<file path="config.mk">
export PLATFORM = sky130hd
export DESIGN_NAME = uart_rx
export DESIGN_NICKNAME = d
export VERILOG_FILES = /design/src/rtl/uart_rx.sv
export SDC_FILE = /design/constraint.sdc
export NUM_CORES = 1
export LEC_CHECK = 0
export ABC_AREA = 1
export ABC_CLOCK_PERIOD_IN_PS = 2050
export CAP_MARGIN = 20
export CORE_ASPECT_RATIO = 2
export CORE_MARGIN = 1
export CORE_UTILIZATION = 35
export DETAILED_ROUTE_END_ITERATION = 6
export GPL_ROUTABILITY_DRIVEN = 0
export MAX_ROUTING_LAYER = met4
export PLACE_DENSITY = 0.52
export RECOVER_POWER = 50
export SLEW_MARGIN = 30
export SYNTH_ARGS = -nofsm -noshare
export SYNTH_HDL_FRONTEND = slang
export SYNTH_SLANG_ARGS = --single-unit
</file>
<file path="constraint.sdc">
create_clock -name i_clk -period 2.05 [get_ports i_clk]
set_input_delay 0.3075 -clock i_clk [delete_from_list [all_inputs] [get_ports i_clk]]
set_output_delay 0.3075 -clock i_clk [all_outputs]
set_load 0.005 [all_outputs]
</file>
<file path="src/rtl/uart_rx.sv">
// uart_rx: 16x-oversampled UART receiver behind a 2-flop rx synchronizer; even parity check under `UART_RX_PARITY_EN.
// o_rx_done pulses one cycle after the stop-bit sample; no backpressure, o_data/o_frame_err hold until the next frame.
module uart_rx #(
  parameter int NB_DATA = 8,
  parameter int SB_TICK = 16
) (
  input  logic               i_clk,
  input  logic               i_reset,
  input  logic               i_tick,
  input  logic               i_rx,
  output logic [NB_DATA-1:0] o_data,
  output logic               o_rx_done,
  output logic               o_frame_err
`ifdef UART_RX_PARITY_EN
  ,
  output logic               o_parity_err
`endif
);

  localparam int NB_W = (NB_DATA > 1) ? $clog2(NB_DATA) : 1;

  localparam logic [2:0] IDLE   = 3'd0;
  localparam logic [2:0] START  = 3'd1;
  localparam logic [2:0] DATA   = 3'd2;
  localparam logic [2:0] STOP   = 3'd4;
`ifdef UART_RX_PARITY_EN
  localparam logic [2:0] PARITY = 3'd3;
`endif

  logic [2:0]         state;
  logic [3:0]         s;
  logic [NB_W-1:0]    n;
  logic [NB_DATA-1:0] shift;
  logic               rx_meta;
  logic               rx_sync;
`ifdef UART_RX_PARITY_EN
  logic               par_bit;
`endif

  // Synchronizer flops reset high so a reset never looks like a start bit.
  always_ff @(posedge i_clk or negedge i_reset) begin
    if (!i_reset) begin
      rx_meta <= 1'b1;
      rx_sync <= 1'b1;
    end else begin
      rx_meta <= i_rx;
      rx_sync <= rx_meta;
    end
  end

  always_ff @(posedge i_clk or negedge i_reset) begin
    if (!i_reset) begin
      state       <= IDLE;
      s           <= 4'd0;
      n           <= '0;
      shift       <= '0;
      o_data      <= '0;
      o_rx_done   <= 1'b0;
      o_frame_err <= 1'b0;
`ifdef UART_RX_PARITY_EN
      par_bit      <= 1'b0;
      o_parity_err <= 1'b0;
`endif
    end else begin
      o_rx_done <= 1'b0;
      case (state)
        // Start detection does not wait for a tick so the half-bit count begins immediately.
        IDLE: begin
          if (!rx_sync) begin
            state <= START;
            s     <= 4'd0;
          end
        end
        START: begin
          if (i_tick) begin
            if (s == 4'd7) begin
              if (!rx_sync) begin
                state <= DATA;
                s     <= 4'd0;
                n     <= '0;
              end else begin
                state <= IDLE;
              end
            end else begin
              s <= s + 4'd1;
            end
          end
        end
        DATA: begin
          if (i_tick) begin
            if (s == 4'd15) begin
              s     <= 4'd0;
              shift <= {rx_sync, shift[NB_DATA-1:1]};
              if (n == NB_W'(NB_DATA - 1)) begin
`ifdef UART_RX_PARITY_EN
                state <= PARITY;
`else
                state <= STOP;
`endif
              end else begin
                n <= n + 1'b1;
              end
            end else begin
              s <= s + 4'd1;
            end
          end
        end
`ifdef UART_RX_PARITY_EN
        PARITY: begin
          if (i_tick) begin
            if (s == 4'd15) begin
              s       <= 4'd0;
              par_bit <= rx_sync;
              state   <= STOP;
            end else begin
              s <= s + 4'd1;
            end
          end
        end
`endif
        STOP: begin
          if (i_tick) begin
            if (s == 4'(SB_TICK - 1)) begin
              o_data      <= shift;
              o_frame_err <= ~rx_sync;
              o_rx_done   <= 1'b1;
`ifdef UART_RX_PARITY_EN
              o_parity_err <= (^shift) ^ par_bit;
`endif
              state       <= IDLE;
            end else begin
              s <= s + 4'd1;
            end
          end
        end
        default: state <= IDLE;
      endcase
    end
  end

endmodule

</file>
==> flow_summary_export.csv, run 1 <==
group,metric,value,unit
grt,first_global_vias,1401,
synth,most_common_cell,"nand2_1",
critical_path,worstReg2RegEnd,"state[1]$_DFFE_PN0P_",
grt,grt.overflow.total,0,
power_and_ir_drop,clock_power,0.000588,W
floorplanning,floorplan.core_area,4382,sq um
power_and_ir_drop,power,0.002140,W
synth,post_synth_instance_area,1614,sq um
routing,met2WireLength,1933,um
critical_path,crit_slowest_cell,"dfrtp_1",
critical_path,critical-path-max-stage-delay,430,ps
finish,area_growth,17.29,%
synth,synth_sequential_area_ratio,46.67,%
hold_path,worst_min_delay_path_endpoint,"rx_sync$_DFF_PN1_",
routing,routedWlPerCell,12.51,um
clock_tree,cts_hold_buffers,0,
finish,comb_share,37.54,%
placed_design,port-buffer-count,13,
floorplanning,die_area,4904,sq um
placed_design,placedCellCount,276,
critical_path,end_kind,"register",
sta,slew_at_the_pin_closest_to_its_max_slew_limit,744.3,ps
power_and_ir_drop,switching_power,0.0008518,W
grt,met2_usage,31.08,%
routing,met3WireLength,97,um
power_and_ir_drop,p_comb,0.000814,W
finish,layout.non_clock_inverters,28,
synth,xor_area_share,0,%
clock_tree,clk_pin_slew,70,ps
grt,grt_most_used_layer,"met2",
routing,antenna_left,0,
sta,final.setup.tns,0,ps
finish,layout.cell_area.non_filler,1893,sq um
power_and_ir_drop,dominant_power_group,"combinational cells",
sta,finalHoldWorstSlack,356.5,ps
finish,antennaDiodeCount,0,
sta,min_period,1663,ps
synth,syn_area_per_cell,7.650,sq um
routing,maxUsedRoutingLayer,"met4",
critical_path,worst-path-max-fanout,6,
grt,global_route.usage.met1,17.58,%
power_and_ir_drop,power_switching_share,39.81,%
sta,finalClockPeriodUsage,81.13,%
run_status,run_status,"finished clean",
sta,final.setup.worst_slack,386.9,ps
clock_tree,cts_tree,"yes",
finish,logic_gate_count,148,
critical_path,timing.critical_path.from,"s[1]$_DFFE_PN0P_",
routing,dr.first_iter.drc_count,18,
critical_path,worstSetupPathType,"reg2reg",
sta,final_max_slew_viol_count,0,
synth,netlist_instances,211,
grt,grt_start_max_net_pins,31,
synth,synth_async_sr_flop_share,100.0,%
critical_path,regToRegStartpoint,"s[1]$_DFFE_PN0P_",
routing,routed_metal_1_wirelength,1366,um
synth,ys.flop_type,"dfrtp_1",
sta,final.setup_skew,5.271,ps
synth,total_of_flip_flops_plus_latches_after_synthesis,30,
job,number_of_openroad_warnings,26,
synth,synthTopLogicFamily,"simple AND/OR/NAND/NOR gates",
critical_path,path_common_cell,"nand2_1",
finish,lay_top_count,"nand2_1",
critical_path,reg2reg_setup_slack,390,ps
finish,area.combinational,710.7,sq um
clock_tree,post_cts.resized_instances,0,
synth,ys_top_cells_by_count,"nand2_1 (78), dfrtp_1 (28), inv_1 (24), nand3_1 (15), nor2_1 (14)",
sta,setup_viol,0,
synth,topCellsByArea,"dfrtp_1 (43%), nand2_1 (18%), inv_1 (5.6%), nand3_1 (4.7%), dfstp_2 (3.3%)",
finish,flop_area,753.2,sq um
sta,final_hold_violating_endpoints,0,
synth,yosys.area_share.adder,2.326,%
synth,synth-area-yosys,1614,sq um
clock_tree,clock-sinks,30,
synth,ys_warn_count,0,
power_and_ir_drop,power.sequential.fraction,34.5,%
power_and_ir_drop,leakagePower,0.9880,nW
clock_tree,clock-root-buffer,"clkbuf_8",
synth,largest_area_cell,"dfrtp_1",
clock_tree,clock_tree.htree_level_count,2,
synth,number_of_enable_type_register_cells_in_the_synthesized_netlist,0,
power_and_ir_drop,power.clock.fraction,27.5,%
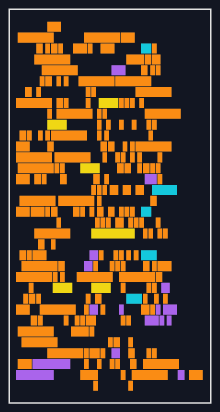
*Drive-strength map, run 1*
(4 px per um)
Key: yellow = x6 and larger [cells 6]; purple = x2 [cells 16]; cyan = x3 and x4 [cells 5]; orange = x1 and smaller [cells 203]

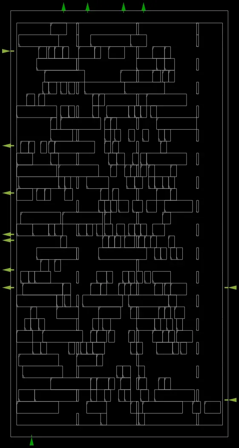
*Placed standard cells, run 1*
FILL cells: 471
final design utilization: 43.20%
post-layout instance count excluding filler cells: 284

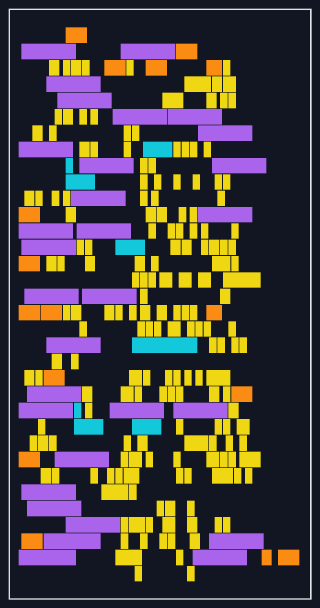
*Cell classes on the final placement, run 1*
(6 px per um)
Key: yellow = remaining logic cells [cells 176, share of their area 45%]; purple = registers [cells 30, share of their area 41%]; orange = remaining buffers and delay cells [cells 16, share of their area 8.2%]; cyan = clock drivers and dummy loads [cells 8, share of their area 5.8%]

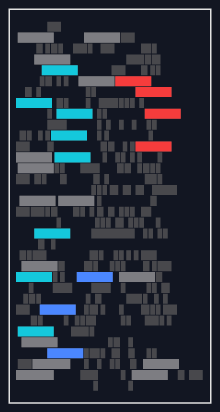
*Register map, names as in the netlist, run 1*
(4 px per um) Other sequential cells in the stronger gray, the rest of the logic in the fainter gray.
Key: cyan = shift [sequential cells 8]; blue = n [sequential cells 3]; red = s [sequential cells 4, where north-east]
Another 15 sequential cells are not colored.

### Signal wires on met3, run 1

(4 px per um)
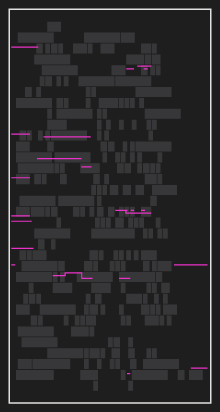

==> run 2: changes to the inputs <==
--- a/config.mk
+++ b/config.mk
@@ -6,7 +6,7 @@
 export NUM_CORES = 1
 export LEC_CHECK = 0
 export ABC_AREA = 1
-export ABC_CLOCK_PERIOD_IN_PS = 2050
+export ABC_CLOCK_PERIOD_IN_PS = 1400
 export CAP_MARGIN = 20
 export CORE_ASPECT_RATIO = 2
 export CORE_MARGIN = 1
@@ -14,7 +14,7 @@
 export DETAILED_ROUTE_END_ITERATION = 6
 export GPL_ROUTABILITY_DRIVEN = 0
 export MAX_ROUTING_LAYER = met4
-export PLACE_DENSITY = 0.52
+export PLACE_DENSITY = 0.54
 export RECOVER_POWER = 50
 export SLEW_MARGIN = 30
 export SYNTH_ARGS = -nofsm -noshare
==> constraint.sdc (replaced) <==
create_clock -name i_clk -period 1.4 [get_ports i_clk]
set_input_delay 0.21 -clock i_clk [delete_from_list [all_inputs] [get_ports i_clk]]
set_output_delay 0.21 -clock i_clk [all_outputs]
set_load 0.005 [all_outputs]
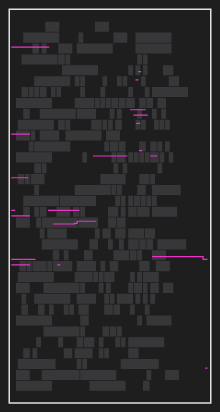
*Signal wires on met3, run 2*
(4 px per um)
16 nets have wire on it. The longest straight run is 12.6 um. The wires run mostly horizontal. The layer holds 2.4% of the routed length. The layer carries 84.2 um of wire.
met3 Resource Use GR: 2.648%
routed via count: 1,409
Total Wirelength: 3510 um

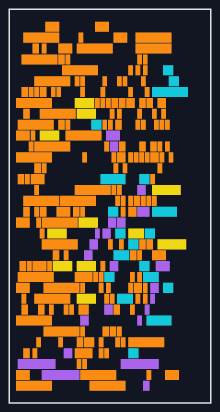
*Drive-strength map, run 2*
(4 px per um)
Key: purple = x2 [cells 23]; cyan = x3 and x4 [cells 19]; orange = x1 and smaller [cells 191]; yellow = x6 and larger [cells 11]

==> run 2 against run 1 <==
  * Register-to-register slack got worse by 370 ps
  * Hold slack got worse by 41 ps
  * Non-clock buffer count rose by 14
  * Via count rose by 5.1%
  * First-iteration DRC count rose by 22%
==> flow_summary_export.csv, run 2 <==
group,metric,value,unit
critical_path,crit_slowest_cell,"dfrtp_1",
finish,antennaDiodeCount,0,
synth,post_synth_instance_area,1614,sq um
routing,antenna_left,0,
placed_design,port-buffer-count,13,
sta,finalClockPeriodUsage,98.44,%
critical_path,reg2reg_setup_slack,20,ps
grt,met2_usage,30.77,%
power_and_ir_drop,dominant_power_group,"combinational cells",
run_status,run_status,"finished clean",
sta,setup_viol,0,
routing,dr.first_iter.drc_count,22,
routing,met3WireLength,84,um
sta,slew_at_the_pin_closest_to_its_max_slew_limit,623.5,ps
sta,final_hold_violating_endpoints,0,
routing,met2WireLength,1953,um
clock_tree,cts_tree,"yes",
synth,ys.flop_type,"dfrtp_1",
synth,synth_async_sr_flop_share,100.0,%
job,number_of_openroad_warnings,28,
power_and_ir_drop,p_comb,0.00158,W
critical_path,path_common_cell,"nand2_2",
grt,grt_most_used_layer,"met2",
sta,final_max_slew_viol_count,0,
power_and_ir_drop,power,0.003476,W
synth,most_common_cell,"nand2_1",
finish,post_layout_instance_count_excluding_filler_cells,298,
sta,final.setup.worst_slack,21.82,ps
synth,largest_area_cell,"dfrtp_1",
power_and_ir_drop,power.clock.fraction,23.2,%
floorplanning,die_area,4904,sq um
power_and_ir_drop,power_switching_share,38.38,%
finish,layout.cell_area.non_filler,2086,sq um
synth,xor_area_share,0,%
synth,synth_sequential_area_ratio,46.67,%
No activity file was given, so power comes from the tool's default toggle rates.
